--- src/rtl/prio_arb_pkg.sv ---
// Shared types and helpers for the N-requester priority arbiter.
package prio_arb_pkg;

  // Widest requester vector the one-hot helper can produce.
  localparam int ARB_MAX_N = 64;

  typedef enum logic {
    ARB_IDLE  = 1'b0,
    ARB_GRANT = 1'b1
  } arb_state_t;

  // One-hot decode of an index; callers size-cast the result down to N bits.
  function automatic logic [ARB_MAX_N-1:0] onehot_of(input int unsigned idx);
    logic [ARB_MAX_N-1:0] one;
    one = {{(ARB_MAX_N-1){1'b0}}, 1'b1};
    return one << idx;
  endfunction

endpackage

--- src/rtl/prio_enc_n.sv ---
// Combinational lowest-set-bit encoder: y is the index of the lowest set bit
// of x, f flags that at least one bit is set (y is 0 when f is 0).
module prio_enc_n #(
  parameter int N = 8,
  parameter int W = $clog2(N)
) (
  input  logic [N-1:0] x,
  output logic [W-1:0] y,
  output logic         f
);

  // Scan from the top down so the lowest set bit is the last one written.
  always_comb begin
    y = '0;
    for (int i = N - 1; i >= 0; i--) begin
      if (x[i]) y = W'(i);
    end
  end

  assign f = |x;

endmodule

--- src/rtl/prio_arbiter_n.sv ---
// Registered, handshaked N-requester arbiter with a hold watchdog.
// Optional build macro ROUND_ROBIN_EN: selection starts from a rotating
// pointer instead of always favouring requester 0.
module prio_arbiter_n
  import prio_arb_pkg::*;
#(
  parameter int N       = 8,
  parameter int W       = $clog2(N),
  parameter int TIMEOUT = 16
) (
  input  logic         clk,
  input  logic         rst,
  input  logic [N-1:0] req,
  input  logic         ack,
  output logic         gnt_valid,
  output logic [W-1:0] gnt_idx,
  output logic [N-1:0] gnt_onehot,
  output logic         timeout
);

  localparam int CW = $clog2(TIMEOUT + 1);

  arb_state_t      state_q, state_d;
  logic [CW-1:0]   cnt_q, cnt_d;
  logic            gnt_valid_q, gnt_valid_d;
  logic [W-1:0]    gnt_idx_q, gnt_idx_d;
  logic [N-1:0]    gnt_onehot_q, gnt_onehot_d;
  logic            timeout_q, timeout_d;

  logic [N-1:0]    enc_x;
  logic [W-1:0]    enc_y;
  logic            enc_f;
  logic [W-1:0]    sel_idx;
  logic            owner_req;
  logic            hold_expired;
  logic            grant_exit;

`ifdef ROUND_ROBIN_EN
  logic [W-1:0]    ptr_q, ptr_d;
  logic [W:0]      sel_sum;

  // Rotate requests so the pointer position lands on bit 0 of the encoder.
  assign enc_x = N'({req, req} >> ptr_q);

  // Map the rotated winner back to a real requester index, modulo N.
  always_comb begin
    sel_sum = {1'b0, enc_y} + {1'b0, ptr_q};
    if (sel_sum >= (W+1)'(N)) sel_idx = W'(sel_sum - (W+1)'(N));
    else                      sel_idx = W'(sel_sum);
  end

  // Pointer moves just past the owner whenever a grant ends.
  always_comb begin
    ptr_d = ptr_q;
    if (state_q == ARB_GRANT && grant_exit) begin
      if (gnt_idx_q == W'(N - 1)) ptr_d = '0;
      else                        ptr_d = gnt_idx_q + 1'b1;
    end
  end

  // Pointer register.
  always_ff @(posedge clk or posedge rst) begin
    if (rst) ptr_q <= '0;
    else     ptr_q <= ptr_d;
  end
`else
  assign enc_x   = req;
  assign sel_idx = enc_y;
`endif

  prio_enc_n #(
    .N (N),
    .W (W)
  ) u_enc (
    .x (enc_x),
    .y (enc_y),
    .f (enc_f)
  );

  assign owner_req    = req[gnt_idx_q];
  assign hold_expired = (cnt_q == CW'(TIMEOUT - 1));
  assign grant_exit   = ack || !owner_req || hold_expired;

  // Next-state and registered-output logic for the IDLE/GRANT handshake.
  always_comb begin
    state_d      = state_q;
    cnt_d        = cnt_q;
    gnt_valid_d  = gnt_valid_q;
    gnt_idx_d    = gnt_idx_q;
    gnt_onehot_d = gnt_onehot_q;
    timeout_d    = 1'b0;
    unique case (state_q)
      ARB_IDLE: begin
        gnt_valid_d  = 1'b0;
        gnt_idx_d    = '0;
        gnt_onehot_d = '0;
        cnt_d        = '0;
        if (enc_f) begin
          state_d      = ARB_GRANT;
          gnt_valid_d  = 1'b1;
          gnt_idx_d    = sel_idx;
          gnt_onehot_d = N'(onehot_of(32'(sel_idx)));
        end
      end
      ARB_GRANT: begin
        if (grant_exit) begin
          state_d      = ARB_IDLE;
          gnt_valid_d  = 1'b0;
          gnt_idx_d    = '0;
          gnt_onehot_d = '0;
          cnt_d        = '0;
          // An ack in the same cycle as expiry counts as a clean release.
          timeout_d    = hold_expired && !ack;
        end else if (cnt_q != {CW{1'b1}}) begin
          cnt_d = cnt_q + 1'b1;
        end
      end
      default: state_d = ARB_IDLE;
    endcase
  end

  // State, hold counter and output registers.
  always_ff @(posedge clk or posedge rst) begin
    if (rst) begin
      state_q      <= ARB_IDLE;
      cnt_q        <= '0;
      gnt_valid_q  <= 1'b0;
      gnt_idx_q    <= '0;
      gnt_onehot_q <= '0;
      timeout_q    <= 1'b0;
    end else begin
      state_q      <= state_d;
      cnt_q        <= cnt_d;
      gnt_valid_q  <= gnt_valid_d;
      gnt_idx_q    <= gnt_idx_d;
      gnt_onehot_q <= gnt_onehot_d;
      timeout_q    <= timeout_d;
    end
  end

  assign gnt_valid  = gnt_valid_q;
  assign gnt_idx    = gnt_idx_q;
  assign gnt_onehot = gnt_onehot_q;
  assign timeout    = timeout_q;

endmodule

--- config.mk ---
export PLATFORM = sky130hd
export DESIGN_NAME = prio_arbiter_n
export DESIGN_NICKNAME = d
export VERILOG_FILES = /design/src/rtl/prio_arb_pkg.sv /design/src/rtl/prio_enc_n.sv /design/src/rtl/prio_arbiter_n.sv
export SDC_FILE = /design/constraint.sdc
export NUM_CORES = 1
export LEC_CHECK = 0
export CELL_PAD_IN_SITES_DETAIL_PLACEMENT = 1
export CELL_PAD_IN_SITES_GLOBAL_PLACEMENT = 1
export CORE_ASPECT_RATIO = 0.5
export CORE_MARGIN = 4
export CORE_UTILIZATION = 34
export DETAILED_ROUTE_END_ITERATION = 8
export PLACE_DENSITY = 0.73
export SYNTH_ARGS = -nofsm -noshare
export SYNTH_HDL_FRONTEND = slang
export SYNTH_HIERARCHICAL = 1
export SYNTH_SLANG_ARGS = --single-unit
--- constraint.sdc ---
create_clock -name clk -period 1.9 [get_ports clk]
set_input_delay 0.475 -clock clk [delete_from_list [all_inputs] [get_ports clk]]
set_output_delay 0.475 -clock clk [all_outputs]
set_load 0.03 [all_outputs]
**The metal 1 layer**

Bar = 20 um.
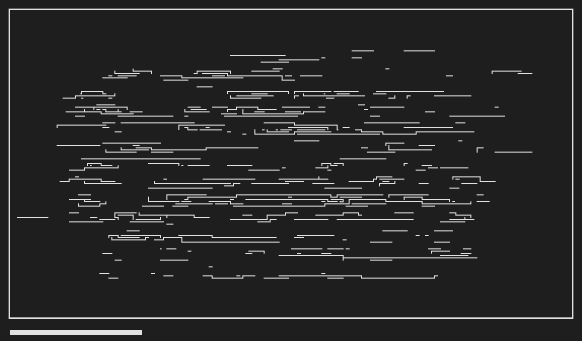
The layer holds 46% of the routed length. 128 nets have wire on it. The longest straight run is 20.2 um. The layer carries 1110 um of wire.
met1 global-route usage: 0.156
final WL: 2.41 mm
Via Count: 822

==> flow_metrics.env <==
# implementation run metrics
export IMPL_status="finished clean"
export IMPL_ys_seq_elements=19
export IMPL_p_clk_mw=0.291
export IMPL_grt_max_degree=20
export IMPL_max_freq_mhz=550
export IMPL_drcViolationCount=0
export IMPL_mostFrequentLayoutCells="dfrtp_1 (19), clkdlybuf4s50_1 (19), buf_4 (11), nand2_1 (6)"
export IMPL_h_tree_depth=1
export IMPL_cts_hold_buf=0
export IMPL_sw_frac_of_total=0.335
export IMPL_setup_violations=0
export IMPL_grt_busiest_layer="met2"
export IMPL_grt_use_met3=0.0446
export IMPL_ff2ff_path_depth=7
export IMPL_grt_setup_unrepaired="false"
export IMPL_top_cell="dfrtp_1"
export IMPL_dp_worst_setup_slack_ns=-0.208
export IMPL_edf_count=0
export IMPL_wl_met2_mm=1.18
export IMPL_met1_length_mm=1.11
export IMPL_cp_num_cells=7
export IMPL_power_leakage_nw=0.659
export IMPL_die_h_um=46.5
export IMPL_fillers=300
export IMPL_synth_area_yosys_um2=1010
export IMPL_end_kind="flip-flop"
export IMPL_highest_layer="met4"
export IMPL_buf_share=0.250
export IMPL_fin_skew_ns=0.00847
export IMPL_use_met2=0.236
export IMPL_nClkBuffers=3
export IMPL_power_frac_comb=0.404
export IMPL_finalCritPeriodShare=0.956
export IMPL_grt_pass1_wl_mm=3.94
export IMPL_syn2layout_area_growth_pct=43.4
export IMPL_path_cells="ha_2 -> and3_1 -> ha_2 -> nor3b_2 -> and4_4 -> clkbuf_16 -> and2b_1"
export IMPL_logic_area_um2=494
export IMPL_fp_row_count=13
export IMPL_n_all_buffers=36
export IMPL_num_io_pins=24
export IMPL_async_flop_share=1.00
export IMPL_clkCellAreaFrac=0.0338
export IMPL_drive_gt1_frac=0.188
export IMPL_layout_nets=143
export IMPL_cts_made_buffers=3
**Placement density heat map**

Bar = 20 um. The die is cut into 8 by 5 equal tiles; black is low, pale yellow is high, 0 to 100% covered.
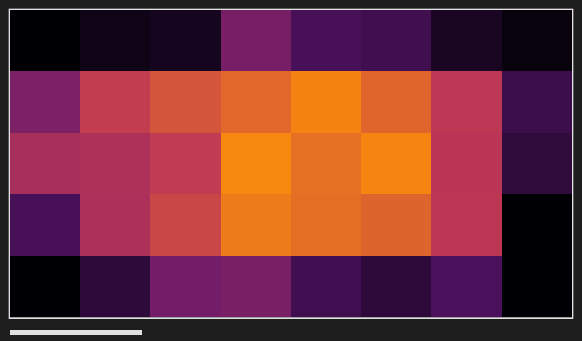
The mean over all tiles is 35%. The fullest tile reaches 74%. The densest ninth of the die: center. 10% of the tiles are nearly empty.
fin util: 0.532
Core Region: 2720 um2
Initial Util: 0.371

[worst reg2reg max path, delay by kind of cell (launching register included)]
kind	cells	cell delay [ns]
buffers and inverters	1	0.15
AND/OR/NAND/NOR	4	0.84
flip-flops	1	0.39
adder cells (fa/ha/maj)	2	0.38
[flip-flops by register name (all words and copies together) (netlist names)]
signal,count
cnt_q,5
gnt_idx,3
gnt_onehot,8
gnt_valid,1
state_q,1
timeout,1
[path summary, 6_finish.rpt]
kind,startpoint,endpoint,slack (ns)
setup / recovery,cnt_q[0],cnt_q[1],0.08
hold / removal,gnt_valid,gnt_valid,0.48
setup reg to reg,cnt_q[0],cnt_q[1],0.08
hold reg to reg,gnt_valid,gnt_valid,0.48
max in group asynchronous,rst,cnt_q[4],1.16
min in group asynchronous,rst,gnt_idx[1],0.53
[metrics by stage]
step | TNS (ns) | hold WS (ns) | std cells | total power, mW | cell area (um2)
detailed placement | -2.37 | 0.467 | 160 | 1.02 | 1360
floorplan | 0 | 0.426 | 91 | 0.797 | 1010
CTS | 0 | 0.486 | 164 | 1.33 | 1410
global placement | -1.80 | 0.461 | 160 | 1.02 | 1360
finish | 0 | 0.483 | 165 | 1.34 | 1440
global route | 0 | 0.529 | 165 | 1.43 | 1440
[logic make-up (layout without fill, tap and decap cells)]
| group | Yosys count | in the layout | share of synthesized area |
|---|---|---|---|
| AOI/OAI and AO/OA | 19 | 19 | 0.154 |
| xor gates and xnor gates | 3 | 3 | 0.0261 |
| adders and majority gates | 3 | 3 | 0.0373 |
| buffers and inverters | 8 | 45 | 0.0497 |
| DFF | 19 | 19 | 0.472 |
| muxes | 6 | 6 | 0.0609 |
| and+or+nand+nor | 33 | 33 | 0.200 |
Power is estimated from default activity; no workload was simulated.
